## config.mk

```make
export PLATFORM = sky130hd
export DESIGN_NAME = chimera_clu_pwr_seq_flat
export DESIGN_NICKNAME = d
export VERILOG_FILES = /design/src/rtl/chimera_clu_pwr_seq_pkg.sv /design/src/rtl/chimera_clu_pwr_seq_if.sv /design/src/rtl/chimera_clu_pwr_fsm.sv /design/src/rtl/chimera_clu_pwr_seq.sv /design/src/flat_wrapper.sv
export SDC_FILE = /design/constraint.sdc
export NUM_CORES = 1
export LEC_CHECK = 0
export CELL_PAD_IN_SITES_DETAIL_PLACEMENT = 0
export CELL_PAD_IN_SITES_GLOBAL_PLACEMENT = 1
export CORE_ASPECT_RATIO = 1.4
export CORE_MARGIN = 1.5
export CORE_UTILIZATION = 44
export CTS_BUF_LIST = sky130_fd_sc_hd__clkbuf_8
export DETAILED_ROUTE_END_ITERATION = 8
export PLACE_DENSITY_LB_ADDON = 0.1
export SETUP_SLACK_MARGIN = 0.2
export SYNTH_ARGS = -nofsm -noshare
export SYNTH_HDL_FRONTEND = slang
export SYNTH_SLANG_ARGS = --single-unit
```

## constraint.sdc

```tcl
create_clock -name soc_clk_i -period 4.48 [get_ports soc_clk_i]
set_clock_uncertainty 0.15 [all_clocks]
set_input_delay 1.344 -clock soc_clk_i [delete_from_list [all_inputs] [get_ports soc_clk_i]]
set_output_delay 1.344 -clock soc_clk_i [all_outputs]
set_load 0.03 [all_outputs]
```

## src/rtl/chimera_clu_pwr_seq_pkg.sv

```systemverilog
// chimera_pkg: shared types and default timing for the cluster power sequencer.
//   clu_pwr_state_e : per-cluster sequencer state (3 bits)
//   clu_pwr_out_t   : Moore output bundle of one cluster
//   pwr_decode      : state -> output bundle
//   cnt_width       : counter width covering all timed intervals
package chimera_pkg;

    localparam int unsigned ChimeraNumClusters   = 5;
    localparam int unsigned ChimeraCluClkCycles  = 4;
    localparam int unsigned ChimeraCluRstCycles  = 8;
    localparam int unsigned ChimeraCluIsoTimeout = 1024;

    typedef enum logic [2:0] {
        CLU_OFF        = 3'd0,
        CLU_CLK_EN     = 3'd1,
        CLU_RST_REL    = 3'd2,
        CLU_DEISO      = 3'd3,
        CLU_ACTIVE     = 3'd4,
        CLU_ISO        = 3'd5,
        CLU_RST_ASSERT = 3'd6,
        CLU_CLK_DIS    = 3'd7
    } clu_pwr_state_e;

    typedef struct packed {
        logic isolate;
        logic clk_en;
        logic rst_n;
        logic active;
        logic busy;
    } clu_pwr_out_t;

    // Output table: (isolate, clk_en, rst_n) plus active/busy flags.
    function automatic clu_pwr_out_t pwr_decode(input clu_pwr_state_e s);
        clu_pwr_out_t o;
        o = '{isolate: 1'b1, clk_en: 1'b0, rst_n: 1'b0, active: 1'b0, busy: 1'b1};
        case (s)
            CLU_OFF:        o = '{1'b1, 1'b0, 1'b0, 1'b0, 1'b0};
            CLU_CLK_EN:     o = '{1'b1, 1'b1, 1'b0, 1'b0, 1'b1};
            CLU_RST_REL:    o = '{1'b1, 1'b1, 1'b1, 1'b0, 1'b1};
            CLU_DEISO:      o = '{1'b0, 1'b1, 1'b1, 1'b0, 1'b1};
            CLU_ACTIVE:     o = '{1'b0, 1'b1, 1'b1, 1'b1, 1'b0};
            CLU_ISO:        o = '{1'b1, 1'b1, 1'b1, 1'b0, 1'b1};
            CLU_RST_ASSERT: o = '{1'b1, 1'b1, 1'b0, 1'b0, 1'b1};
            CLU_CLK_DIS:    o = '{1'b1, 1'b0, 1'b0, 1'b0, 1'b1};
            default:        o = '{1'b1, 1'b0, 1'b0, 1'b0, 1'b0};
        endcase
        return o;
    endfunction

    function automatic int unsigned cnt_width(input int unsigned a, input int unsigned b,
                                              input int unsigned c);
        int unsigned m;
        m = (a > b) ? a : b;
        m = (m > c) ? m : c;
        return $clog2(m + 1);
    endfunction

endpackage

```

## src/rtl/chimera_clu_pwr_seq_if.sv

```systemverilog
// Control/status bundle between the sequencer, the SoC register file and the
// cluster domain. Signal names keep the sequencer's point of view.
//   slave  : the sequencer (consumes enables/isolated status, drives controls)
//   master : the environment (register file + cluster domain)
interface chimera_clu_pwr_seq_if #(
    parameter int unsigned NumClusters = 5
);
    logic [NumClusters-1:0] cluster_en_i;
    logic [NumClusters-1:0] isolated_i;
    logic [NumClusters-1:0] isolate_o;
    logic [NumClusters-1:0] clu_clk_en_o;
    logic [NumClusters-1:0] clu_rst_no;
    logic [NumClusters-1:0] active_o;
    logic [NumClusters-1:0] busy_o;
    logic [NumClusters-1:0] timeout_o;

    modport slave (
        input  cluster_en_i, isolated_i,
        output isolate_o, clu_clk_en_o, clu_rst_no, active_o, busy_o, timeout_o
    );

    modport master (
        output cluster_en_i, isolated_i,
        input  isolate_o, clu_clk_en_o, clu_rst_no, active_o, busy_o, timeout_o
    );
endinterface

```

## src/rtl/chimera_clu_pwr_fsm.sv

```systemverilog
// One cluster's power/isolation sequencer: FSM plus interval counter.
// Optional macro CHIMERA_CLU_PWR_TIMEOUT_EN bounds the isolation wait.
// Ports: clk_i/rst_i (async active-high), cluster_en_i, isolated_i in;
//        isolate_o, clk_en_o, rst_no, active_o, busy_o, timeout_o out (registered).
module chimera_clu_pwr_fsm
    import chimera_pkg::*;
#(
    parameter int unsigned ClkCycles     = ChimeraCluClkCycles,
    parameter int unsigned RstCycles     = ChimeraCluRstCycles,
    parameter int unsigned TimeoutCycles = ChimeraCluIsoTimeout
) (
    input  logic clk_i,
    input  logic rst_i,
    input  logic cluster_en_i,
    input  logic isolated_i,
    output logic isolate_o,
    output logic clk_en_o,
    output logic rst_no,
    output logic active_o,
    output logic busy_o,
    output logic timeout_o
);

    localparam int unsigned CntW = cnt_width(ClkCycles, RstCycles, TimeoutCycles);
    typedef logic [CntW-1:0] cnt_t;
    localparam cnt_t ClkLast = CntW'(ClkCycles - 1);
    localparam cnt_t RstLast = CntW'(RstCycles - 1);

    clu_pwr_state_e state_q, state_d;
    cnt_t           cnt_q, cnt_d;
    clu_pwr_out_t   out_q, out_d;
    logic           timeout_set;

    // Next state; counter restarts at 0 on every state change.
    always_comb begin
        state_d     = state_q;
        cnt_d       = '0;
        timeout_set = 1'b0;
        case (state_q)
            CLU_OFF: if (cluster_en_i) state_d = CLU_CLK_EN;
            CLU_CLK_EN: begin
                if (cnt_q == ClkLast) state_d = CLU_RST_REL;
                else                  cnt_d = cnt_q + cnt_t'(1);
            end
            CLU_RST_REL: begin
                if (cnt_q == RstLast) state_d = CLU_DEISO;
                else                  cnt_d = cnt_q + cnt_t'(1);
            end
            // A dropped enable wins over isolation release.
            CLU_DEISO: begin
                if (!cluster_en_i)    state_d = CLU_ISO;
                else if (!isolated_i) state_d = CLU_ACTIVE;
            end
            CLU_ACTIVE: if (!cluster_en_i) state_d = CLU_ISO;
            CLU_ISO: begin
                if (isolated_i) state_d = CLU_RST_ASSERT;
`ifdef CHIMERA_CLU_PWR_TIMEOUT_EN
                else if (cnt_q == CntW'(TimeoutCycles - 1)) begin
                    state_d     = CLU_RST_ASSERT;
                    timeout_set = 1'b1;
                end else begin
                    cnt_d = cnt_q + cnt_t'(1);
                end
`endif
            end
            CLU_RST_ASSERT: begin
                if (cnt_q == RstLast) state_d = CLU_CLK_DIS;
                else                  cnt_d = cnt_q + cnt_t'(1);
            end
            CLU_CLK_DIS: begin
                if (cnt_q == ClkLast) state_d = CLU_OFF;
                else                  cnt_d = cnt_q + cnt_t'(1);
            end
            default: state_d = CLU_OFF;
        endcase
        // Outputs decoded from the next state and registered: glitch-free, Moore timing.
        out_d = pwr_decode(state_d);
    end

    always_ff @(posedge clk_i or posedge rst_i) begin
        if (rst_i) begin
            state_q <= CLU_OFF;
            cnt_q   <= '0;
            out_q   <= pwr_decode(CLU_OFF);
        end else begin
            state_q <= state_d;
            cnt_q   <= cnt_d;
            out_q   <= out_d;
        end
    end

`ifdef CHIMERA_CLU_PWR_TIMEOUT_EN
    logic timeout_q, timeout_d;

    // Sticky flag, cleared when a new power-up starts.
    always_comb begin
        timeout_d = timeout_q;
        if (state_q == CLU_OFF && state_d == CLU_CLK_EN) timeout_d = 1'b0;
        if (timeout_set)                                 timeout_d = 1'b1;
    end

    always_ff @(posedge clk_i or posedge rst_i) begin
        if (rst_i) timeout_q <= 1'b0;
        else       timeout_q <= timeout_d;
    end

    assign timeout_o = timeout_q;
`else
    assign timeout_o = 1'b0;
`endif

    assign isolate_o = out_q.isolate;
    assign clk_en_o  = out_q.clk_en;
    assign rst_no    = out_q.rst_n;
    assign active_o  = out_q.active;
    assign busy_o    = out_q.busy;

endmodule

```

## src/rtl/chimera_clu_pwr_seq.sv

```systemverilog
// Per-cluster power/isolation sequencer array: one independent FSM per cluster.
// Optional macro CHIMERA_CLU_PWR_TIMEOUT_EN enables the isolation-wait timeout.
// Ports: soc_clk_i, rst_i (async active-high);
//        pwr_if.slave: cluster_en_i, isolated_i in;
//        isolate_o, clu_clk_en_o, clu_rst_no, active_o, busy_o, timeout_o out.
module chimera_clu_pwr_seq
    import chimera_pkg::*;
#(
    parameter int unsigned NumClusters   = ChimeraNumClusters,
    parameter int unsigned ClkCycles     = ChimeraCluClkCycles,
    parameter int unsigned RstCycles     = ChimeraCluRstCycles,
    parameter int unsigned TimeoutCycles = ChimeraCluIsoTimeout
) (
    input logic                  soc_clk_i,
    input logic                  rst_i,
    chimera_clu_pwr_seq_if.slave pwr_if
);

    logic [NumClusters-1:0] isolate, clk_en, rst_n, active, busy, timeout;

    for (genvar i = 0; i < NumClusters; i++) begin : g_clu
        chimera_clu_pwr_fsm #(
            .ClkCycles    (ClkCycles),
            .RstCycles    (RstCycles),
            .TimeoutCycles(TimeoutCycles)
        ) u_fsm (
            .clk_i       (soc_clk_i),
            .rst_i       (rst_i),
            .cluster_en_i(pwr_if.cluster_en_i[i]),
            .isolated_i  (pwr_if.isolated_i[i]),
            .isolate_o   (isolate[i]),
            .clk_en_o    (clk_en[i]),
            .rst_no      (rst_n[i]),
            .active_o    (active[i]),
            .busy_o      (busy[i]),
            .timeout_o   (timeout[i])
        );
    end

    assign pwr_if.isolate_o    = isolate;
    assign pwr_if.clu_clk_en_o = clk_en;
    assign pwr_if.clu_rst_no   = rst_n;
    assign pwr_if.active_o     = active;
    assign pwr_if.busy_o       = busy;
    assign pwr_if.timeout_o    = timeout;

endmodule
```

## src/flat_wrapper.sv

```systemverilog
// flat-port wrapper written by rule: the top's interface ports become plain ports
module chimera_clu_pwr_seq_flat import chimera_pkg::*;
#(
    parameter int unsigned NumClusters   = ChimeraNumClusters,
    parameter int unsigned ClkCycles     = ChimeraCluClkCycles,
    parameter int unsigned RstCycles     = ChimeraCluRstCycles,
    parameter int unsigned TimeoutCycles = ChimeraCluIsoTimeout
)
  (soc_clk_i, rst_i, pwr_if_cluster_en_i, pwr_if_isolated_i, pwr_if_isolate_o, pwr_if_clu_clk_en_o, pwr_if_clu_rst_no, pwr_if_active_o, pwr_if_busy_o, pwr_if_timeout_o);
  chimera_clu_pwr_seq_if #(.NumClusters(NumClusters)) pwr_if_i ();
  input logic soc_clk_i;
  input logic rst_i;
  input wire logic [$bits(pwr_if_i.cluster_en_i)-1:0] pwr_if_cluster_en_i;
  input wire logic [$bits(pwr_if_i.isolated_i)-1:0] pwr_if_isolated_i;
  output wire logic [$bits(pwr_if_i.isolate_o)-1:0] pwr_if_isolate_o;
  output wire logic [$bits(pwr_if_i.clu_clk_en_o)-1:0] pwr_if_clu_clk_en_o;
  output wire logic [$bits(pwr_if_i.clu_rst_no)-1:0] pwr_if_clu_rst_no;
  output wire logic [$bits(pwr_if_i.active_o)-1:0] pwr_if_active_o;
  output wire logic [$bits(pwr_if_i.busy_o)-1:0] pwr_if_busy_o;
  output wire logic [$bits(pwr_if_i.timeout_o)-1:0] pwr_if_timeout_o;
  assign pwr_if_i.cluster_en_i = pwr_if_cluster_en_i;
  assign pwr_if_i.isolated_i = pwr_if_isolated_i;
  assign pwr_if_isolate_o = pwr_if_i.isolate_o;
  assign pwr_if_clu_clk_en_o = pwr_if_i.clu_clk_en_o;
  assign pwr_if_clu_rst_no = pwr_if_i.clu_rst_no;
  assign pwr_if_active_o = pwr_if_i.active_o;
  assign pwr_if_busy_o = pwr_if_i.busy_o;
  assign pwr_if_timeout_o = pwr_if_i.timeout_o;
  chimera_clu_pwr_seq #(.NumClusters(NumClusters), .ClkCycles(ClkCycles), .RstCycles(RstCycles), .TimeoutCycles(TimeoutCycles)) u_core (.soc_clk_i(soc_clk_i), .rst_i(rst_i), .pwr_if(pwr_if_i));
endmodule
```

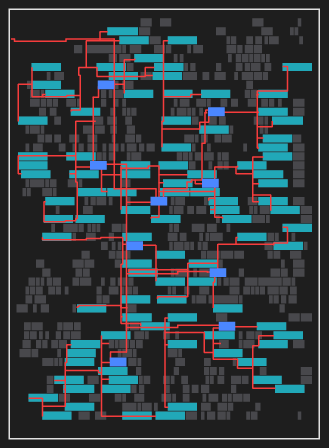
*Clock network drawn from the DEF, run 1*
[cells driving clock nets] blue | count: 9
[clock wires] red | length: 1230 µm
[flip-flops] cyan | count: 95
routed clock nets: 10
flops lie: spread over the die

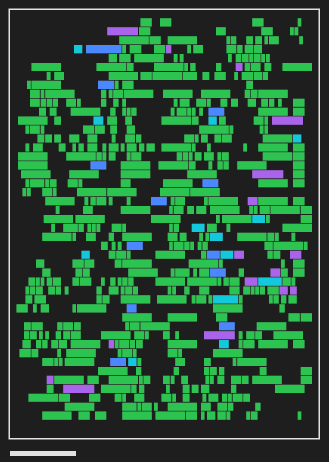
*Cells by drive strength, run 1*
Bar = 20 µm.
[drive 6 and up] blue | cells: 12 | share: 2.2% | most used: clkbuf_8
[drive 3 to 4] cyan | cells: 13 | share: 2.4% | most used: buf_4
[drive 1 or less] green | cells: 507 | share: 93% | most used: dfrtp_1
[drive 2] purple | cells: 16 | share: 2.9% | most used: dfstp_2

==> summary.rpt, run 1 <==
FLOW METRICS REPORT
----------------------------------------------------
[Worst setup path]
  End of the worst register-to-register path ........................ u_core.g_clu[1].u_fsm.clk_en_o
  WP data required ........................ 2990 ps
  Critical Path, Cell by Cell ........................ clkdlybuf4s50_1
  Worst setup path end ........................ pwr_if_isolate_o[0]

[Final layout]
  Final design area excluding fillers ........................ 0.00553 mm²
  Largest regs ........................ u_core.g_clu.u_fsm.cnt_q x55, u_core.g_clu.u_fsm.state_q x15
  Multi-Input Combinational ........................ 373
  Clock buffer cells ........................ 9
  Top class by area ........................ flip-flops and latches
  Sequential cell area ........................ 0.00238 mm²
  Area growth from synthesis to layout ........................ 8.76%
  Combinational fraction of the cell area ........................ 41.3%

[Floorplan]
  Chip width ........................ 93.9 µm
  Die area ........................ 0.0122 mm²
  Row count ........................ 46
  Share of the core filled by cells before placement ........................ 45.1%

[Final timing]
  Maximum frequency from static timing analysis ........................ 319 MHz
  Slew Limit Headroom ........................ 37.7%

[GRT]
  GRT Resource Usage Total ........................ 16.7%
  Number of antenna violations at the first check in global routing ........................ 0
  Via count of the first global-routing pass ........................ 3476
  Most crowded layer after global routing ........................ met2
  Pin count of the biggest net entering global routing ........................ 56

[Routing]
  Highest routing layer actually used ........................ met4
  Sum of routed wire segments on met1 ........................ 4250 µm
  Vias ........................ 3671
  Met3 Wirelength ........................ 250 µm
  Detailed-routing iteration count for the pre-antenna-repair pass ........................ 4
  Wire length after detailed routing ........................ 9330 µm
  Remaining antenna violation count ........................ 0
  Met2 layer wire length in the routed design ........................ 4660 µm

[Power]
  Fraction of power spent switching nets ........................ 42.6%
  Heaviest power group ........................ combinational logic
  Clock Power ........................ 584 µW
  Share of power burned in registers ........................ 40.4%
  Total net switching power ........................ 1.47 mW
  Share of total power in combinational logic ........................ 42.7%
  Leakage power summed over all cells ........................ 2.43 nW
  Maximum ir drop on the vdd rail ........................ 0.270 mV

[Yosys]
  Most used flip-flop cell after synthesis ........................ sky130_fd_sc_hd__dfrtp_1
  Post-synthesis share of cell area spent on and, or, nand and nor gates ........................ 22.7%
  Share of synthesized area occupied by flip-flops and latches ........................ 46.9%
  AND-OR/OR-AND Cells, Area Fraction ........................ 11.8%
  Biggest area cells ........................ sky130_fd_sc_hd__dfrtp_1 44%, sky130_fd_sc_hd__nor2_1 5.9%, sky130_fd_sc_hd__buf_4 4.4%, sky130_fd_sc_hd__xor2_1 4.3%, sky130_fd_sc_hd__xnor2_1 3.3%
  Most common cell in the synthesized netlist ........................ sky130_fd_sc_hd__dfrtp_1
  Instance count of the mapped netlist ........................ 544
  Synth Cell Area ........................ 0.00509 mm²
  Yosys stat area ........................ 0.00509 mm²
  Number of synthesized flops with an enable pin ........................ 0
  Average size of a mapped cell ........................ 9.35 µm²
  Xor/xnor cell area share of the yosys netlist ........................ 7.58%
  Commonest cells in the netlist ........................ 90 x sky130_fd_sc_hd__dfrtp_1, 80 x sky130_fd_sc_hd__nor2_1, 34 x sky130_fd_sc_hd__nand2_1, 30 x sky130_fd_sc_hd__buf_4, 25 x sky130_fd_sc_hd__xor2_1

[Place]
  Count of placed standard cells including taps ........................ 676
  Port-buffer cells ........................ 36
  Standard cell area after detailed placement ........................ 0.00533 mm²
  Final weighted congestion in routability-driven placement ........................ 0.777

[Clock tree]
  Resized cells post-CTS ........................ 0
  Sink count of the clock tree ........................ 95
  Number of buffers added by the clock tree synthesis step ........................ 9
  Clock tree from TritonCTS ........................ done
  Total number of H-tree levels ........................ 3

[Hold path]
  Min-Delay Startpoint ........................ u_core.g_clu[0].u_fsm.cnt_q[0]
  Destination of the worst hold path ........................ u_core.g_clu[0].u_fsm.cnt_q[0]

[Flow run]
  Max-capacitance violation count ........................ 0

[Outcome]
  Outcome ........................ finished clean

----------------------------------------------------
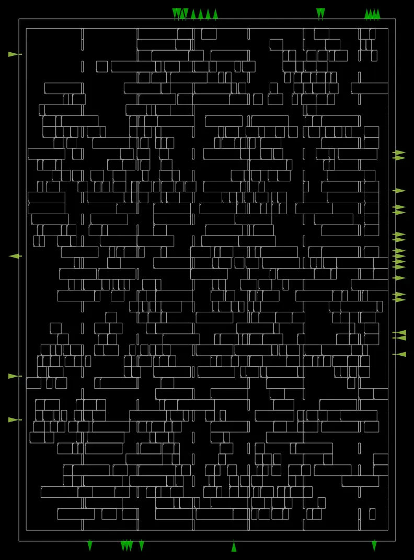
*Placed standard cells, run 1*
Std-Cell Core Area: 0.0113 mm²
Flops: 95
flip-flop and latch share of the layout cell area: 43.1%
non-filler cells, final: 692

### Sequential cells colored by netlist name, run 1

Bar = 20 µm. Other sequential cells in the stronger gray, the rest of the logic in the fainter gray.
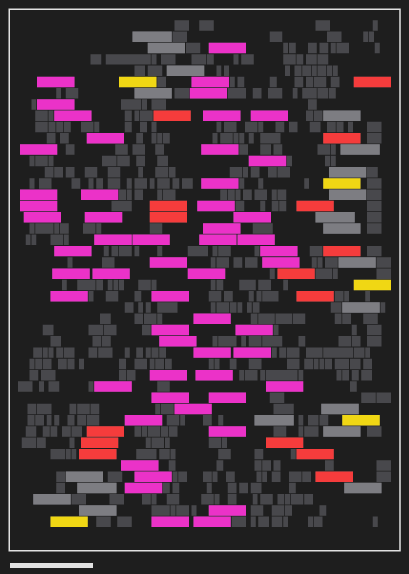

--- run 2 (diff from run 1) ---
--- a/config.mk
+++ b/config.mk
@@ -9,7 +9,7 @@
 export CELL_PAD_IN_SITES_GLOBAL_PLACEMENT = 1
 export CORE_ASPECT_RATIO = 1.4
 export CORE_MARGIN = 1.5
-export CORE_UTILIZATION = 44
+export CORE_UTILIZATION = 42
 export CTS_BUF_LIST = sky130_fd_sc_hd__clkbuf_8
 export DETAILED_ROUTE_END_ITERATION = 8
 export PLACE_DENSITY_LB_ADDON = 0.1
==> constraint.sdc (replaced) <==
create_clock -name soc_clk_i -period 2.8 [get_ports soc_clk_i]
set_clock_uncertainty 0.15 [all_clocks]
set_input_delay 0.84 -clock soc_clk_i [delete_from_list [all_inputs] [get_ports soc_clk_i]]
set_output_delay 0.84 -clock soc_clk_i [all_outputs]
set_load 0.03 [all_outputs]
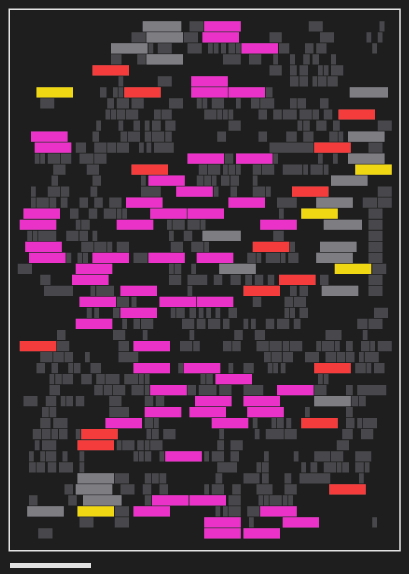
*Sequential cells colored by netlist name, run 2*
Bar = 20 µm. Other sequential cells in the stronger gray, the rest of the logic in the fainter gray.
[`u_core.g_clu.u_fsm.rst_no`] yellow | placed flops: 5
[`u_core.g_clu.u_fsm.state_q`] red | placed flops: 15 | where: spread over the die
[`u_core.g_clu.u_fsm.cnt_q`] magenta | placed flops: 55

==> summary.rpt, run 2 <==
FLOW METRICS REPORT
----------------------------------------------------
[Clock tree]
  Clock tree from TritonCTS ........................ done
  Number of buffers added by the clock tree synthesis step ........................ 9
  Resized cells post-CTS ........................ 1
  Clock slew at the register clock pins of the worst setup and hold paths ........................ 90 ps
  Post-CTS Setup Repair Bufs ........................ 0
  Clock Root Buffer ........................ sky130_fd_sc_hd__clkbuf_8
  Sink count of the clock tree ........................ 95
  Latency at later pin ........................ 360 ps
  Total number of H-tree levels ........................ 3

[Final timing]
  Maximum frequency from static timing analysis ........................ 397 MHz
  Final worst-path cycle share ........................ 90.0%
  Final Max Slew Viols ........................ 0
  Least-Margin Pin Slew ........................ 589 ps
  Setup violation total in the final timing report ........................ 0
  Final hold vios ........................ 0
  Total negative setup slack ........................ 0 ps
  Slew Limit Headroom ........................ 60.2%

[Yosys]
  Most common cell in the synthesized netlist ........................ sky130_fd_sc_hd__dfrtp_1
  Synth Cell Area ........................ 0.00509 mm²
  Biggest area cells ........................ sky130_fd_sc_hd__dfrtp_1 44%, sky130_fd_sc_hd__nor2_1 5.9%, sky130_fd_sc_hd__buf_4 4.4%, sky130_fd_sc_hd__xor2_1 4.3%, sky130_fd_sc_hd__xnor2_1 3.3%
  Xor/xnor cell area share of the yosys netlist ........................ 7.58%
  Commonest cells in the netlist ........................ 90 x sky130_fd_sc_hd__dfrtp_1, 80 x sky130_fd_sc_hd__nor2_1, 34 x sky130_fd_sc_hd__nand2_1, 30 x sky130_fd_sc_hd__buf_4, 25 x sky130_fd_sc_hd__xor2_1
  Cell Type Count ........................ 65
  AND-OR/OR-AND Cells, Area Fraction ........................ 11.8%
  Number of cells in Yosys stat ........................ 544
  Average size of a mapped cell ........................ 9.35 µm²
  Yosys top cell by area ........................ sky130_fd_sc_hd__dfrtp_1
  Post-synthesis share of cell area spent on and, or, nand and nor gates ........................ 22.7%
  Combinational family with the most area after synthesis ........................ simple AND/OR/NAND/NOR gates
  Yosys stat area ........................ 0.00509 mm²
  Proportion of synthesized area in mux cells ........................ 1.18%
  Share of synthesized area occupied by flip-flops and latches ........................ 46.9%
  Instance count of the mapped netlist ........................ 544
  Number of synthesized flops with an enable pin ........................ 0
  Most used flip-flop cell after synthesis ........................ sky130_fd_sc_hd__dfrtp_1

[Power]
  Share of power burned in registers ........................ 39.8%
  Total net switching power ........................ 2.33 mW
  Areal power density over the cells ........................ 1000 mW/mm²
  Leakage power summed over all cells ........................ 2.46 nW
  Share of total power in combinational logic ........................ 44.6%
  Heaviest power group ........................ combinational logic
  Maximum ir drop on the vdd rail ........................ 0.499 mV
  Total Power Consumption ........................ 5.60 mW
  Fraction of power spent switching nets ........................ 41.6%
  Combinational group power ........................ 2.50 mW
  Clock Power ........................ 871 µW

[Final layout]
  Post-layout util ........................ 47.2%
  Non-clock buffer contribution to total cell area ........................ 8.00%
  Multi-Input Combinational ........................ 373
  Flip-flop and latch share of the layout cell area ........................ 42.7%
  Post-layout nets ........................ 566
  Final design area excluding fillers ........................ 0.00558 mm²
  Number of non-clock inverters ........................ 24
  Clock buffer cells ........................ 9
  Nonclk buf count ........................ 46
  Flops ........................ 95
  Area growth from synthesis to layout ........................ 9.71%
  Top class by area ........................ flip-flops and latches
  Proportion of cell area spent on the clock network ........................ 3.41%
  Non-filler cells, final ........................ 701
  Largest regs ........................ u_core.g_clu.u_fsm.cnt_q x55, u_core.g_clu.u_fsm.state_q x15
  Sequential cell area ........................ 0.00238 mm²
  Combinational fraction of the cell area ........................ 40.9%

[Hold path]
  Destination of the worst hold path ........................ u_core.g_clu[3].u_fsm.cnt_q[0]
  Min-Delay Startpoint ........................ u_core.g_clu[3].u_fsm.cnt_q[0]

[Worst setup path]
  Setup CP Type ........................ reg2out
  Worst setup path end ........................ pwr_if_isolate_o[2]
  Largest fanout on the critical path ........................ 1
  Launching element type of the critical path ........................ flip-flop
  Critical Path Source ........................ u_core.g_clu[2].u_fsm.isolate_o
  WP data required ........................ 1810 ps
  Delay contributed by the slowest stage of the critical path ........................ 650 ps
  End of the worst register-to-register path ........................ u_core.g_clu[3].u_fsm.isolate_o
  Critical Path, Cell by Cell ........................ clkdlybuf4s50_1
  Cell class contributing the biggest share of worst-path delay ........................ buffers and inverters
  Reg2Reg Launch Point ........................ u_core.g_clu[3].u_fsm.cnt_q[3]

[Place]
  Final weighted congestion in routability-driven placement ........................ 0.764
  Detail Placement HPWL ........................ 6640 µm
  Standard cell area after detailed placement ........................ 0.00539 mm²
  Port-buffer cells ........................ 36
  Count of placed standard cells including taps ........................ 685

[Floorplan]
  Chip width ........................ 96.0 µm
  Share of the core filled by cells before placement ........................ 43.0%
  Row count ........................ 47
  Std-Cell Core Area ........................ 0.0118 mm²
  Die area ........................ 0.0128 mm²

[GRT]
  Pin count of the biggest net entering global routing ........................ 96
  GRT Resource Usage Total ........................ 16.1%
  Number of antenna violations at the first check in global routing ........................ 0
  Via count of the first global-routing pass ........................ 3451
  Most crowded layer after global routing ........................ met2

[Routing]
  Remaining antenna violation count ........................ 0
  Sum of routed wire segments on met1 ........................ 4240 µm
  Violation count after the first detailed-routing iteration ........................ 172
  Detailed-routing iteration count for the pre-antenna-repair pass ........................ 4
  Highest routing layer actually used ........................ met4
  Vias ........................ 3651
  Met2 layer wire length in the routed design ........................ 4820 µm
  Met3 Wirelength ........................ 257 µm
  Wire length after detailed routing ........................ 9460 µm

[Outcome]
  Outcome ........................ finished clean

[Flow run]
  Max-capacitance violation count ........................ 0

----------------------------------------------------
### Clock network drawn from the DEF, run 2

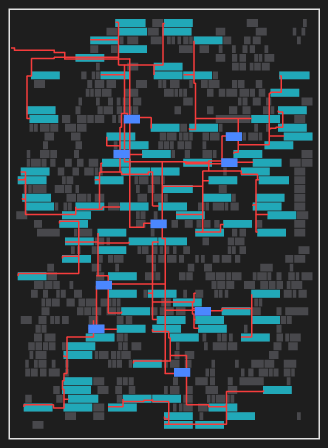

--- run 3 (diff from run 2) ---
--- a/config.mk
+++ b/config.mk
@@ -11,7 +11,9 @@
 export CORE_MARGIN = 1.5
 export CORE_UTILIZATION = 42
 export CTS_BUF_LIST = sky130_fd_sc_hd__clkbuf_8
+export CTS_CLUSTER_SIZE = 24
 export DETAILED_ROUTE_END_ITERATION = 8
+export MAX_ROUTING_LAYER = met4
 export PLACE_DENSITY_LB_ADDON = 0.1
 export SETUP_SLACK_MARGIN = 0.2
 export SYNTH_ARGS = -nofsm -noshare
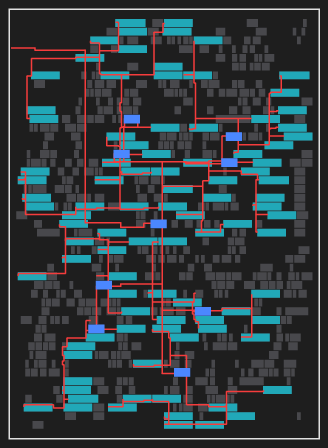
*Clock network drawn from the DEF, run 3*
[flip-flops] cyan | count: 95
[clock wires] red | length: 1150 µm
[cells driving clock nets] blue | count: 9
flops lie: spread over the die

==> summary.rpt, run 3 <==
FLOW METRICS REPORT
----------------------------------------------------
[Power]
  Total Power Consumption ........................ 5.60 mW
  Maximum ir drop on the vdd rail ........................ 0.502 mV
  Fraction of power spent switching nets ........................ 41.6%
  Heaviest power group ........................ combinational logic
  Share of power burned in registers ........................ 39.8%
  Clock Power ........................ 871 µW
  Combinational group power ........................ 2.50 mW
  Leakage power summed over all cells ........................ 2.46 nW

[Outcome]
  Outcome ........................ finished clean

[Yosys]
  Post-synthesis share of cell area spent on and, or, nand and nor gates ........................ 22.7%
  Average size of a mapped cell ........................ 9.35 µm²
  Biggest area cells ........................ sky130_fd_sc_hd__dfrtp_1 44%, sky130_fd_sc_hd__nor2_1 5.9%, sky130_fd_sc_hd__buf_4 4.4%, sky130_fd_sc_hd__xor2_1 4.3%, sky130_fd_sc_hd__xnor2_1 3.3%
  Commonest cells in the netlist ........................ 90 x sky130_fd_sc_hd__dfrtp_1, 80 x sky130_fd_sc_hd__nor2_1, 34 x sky130_fd_sc_hd__nand2_1, 30 x sky130_fd_sc_hd__buf_4, 25 x sky130_fd_sc_hd__xor2_1
  Instance count of the mapped netlist ........................ 544
  Proportion of synthesized area in mux cells ........................ 1.18%
  Number of cells in Yosys stat ........................ 544
  AND-OR/OR-AND Cells, Area Fraction ........................ 11.8%
  Cell Type Count ........................ 65
  Yosys stat area ........................ 0.00509 mm²
  Xor/xnor cell area share of the yosys netlist ........................ 7.58%
  Share of synthesized area occupied by flip-flops and latches ........................ 46.9%
  Most common cell in the synthesized netlist ........................ sky130_fd_sc_hd__dfrtp_1

[GRT]
  Via count of the first global-routing pass ........................ 3451
  Most crowded layer after global routing ........................ met2
  Pin count of the biggest net entering global routing ........................ 96
  Number of antenna violations at the first check in global routing ........................ 0

[Place]
  Detail Placement HPWL ........................ 6640 µm
  Count of placed standard cells including taps ........................ 685
  Standard cell area after detailed placement ........................ 0.00539 mm²

[Routing]
  Violation count after the first detailed-routing iteration ........................ 142
  Met2 layer wire length in the routed design ........................ 4840 µm
  Highest routing layer actually used ........................ met4
  Sum of routed wire segments on met1 ........................ 4210 µm
  Wire length after detailed routing ........................ 9450 µm
  Met3 Wirelength ........................ 260 µm

[Worst setup path]
  Reg2Reg Launch Point ........................ u_core.g_clu[3].u_fsm.cnt_q[3]
  Critical Path Source ........................ u_core.g_clu[2].u_fsm.isolate_o
  Setup CP Type ........................ reg2out
  Cell class contributing the biggest share of worst-path delay ........................ buffers and inverters
  Worst setup path end ........................ pwr_if_isolate_o[2]
  Launching element type of the critical path ........................ flip-flop
  Critical Path, Cell by Cell ........................ clkdlybuf4s50_1
  Delay contributed by the slowest stage of the critical path ........................ 650 ps

[Final layout]
  Flops ........................ 95
  Largest regs ........................ u_core.g_clu.u_fsm.cnt_q x55, u_core.g_clu.u_fsm.state_q x15
  Combinational fraction of the cell area ........................ 40.9%
  Non-clock buffer contribution to total cell area ........................ 8.00%
  Sequential cell area ........................ 0.00238 mm²
  Area growth from synthesis to layout ........................ 9.71%
  Top class by area ........................ flip-flops and latches
  Multi-Input Combinational ........................ 373
  Flip-flop and latch share of the layout cell area ........................ 42.7%

[Floorplan]
  Die area ........................ 0.0128 mm²
  Row count ........................ 47
  Std-Cell Core Area ........................ 0.0118 mm²
  Chip width ........................ 96.0 µm
  Share of the core filled by cells before placement ........................ 43.0%

[Final timing]
  Maximum frequency from static timing analysis ........................ 396 MHz
  Final Max Slew Viols ........................ 0
  Final worst-path cycle share ........................ 90.1%
  Slew Limit Headroom ........................ 60.5%
  Setup violation total in the final timing report ........................ 0
  Final hold vios ........................ 0
  Total negative setup slack ........................ 0 ps

[Clock tree]
  Clock Root Buffer ........................ sky130_fd_sc_hd__clkbuf_8
  Sink count of the clock tree ........................ 95
  Resized cells post-CTS ........................ 1
  Number of buffers added by the clock tree synthesis step ........................ 9

[Flow run]
  Max-capacitance violation count ........................ 0

[Hold path]
  Destination of the worst hold path ........................ u_core.g_clu[0].u_fsm.cnt_q[0]

----------------------------------------------------
No activity file was given, so power comes from the tool's default toggle rates.
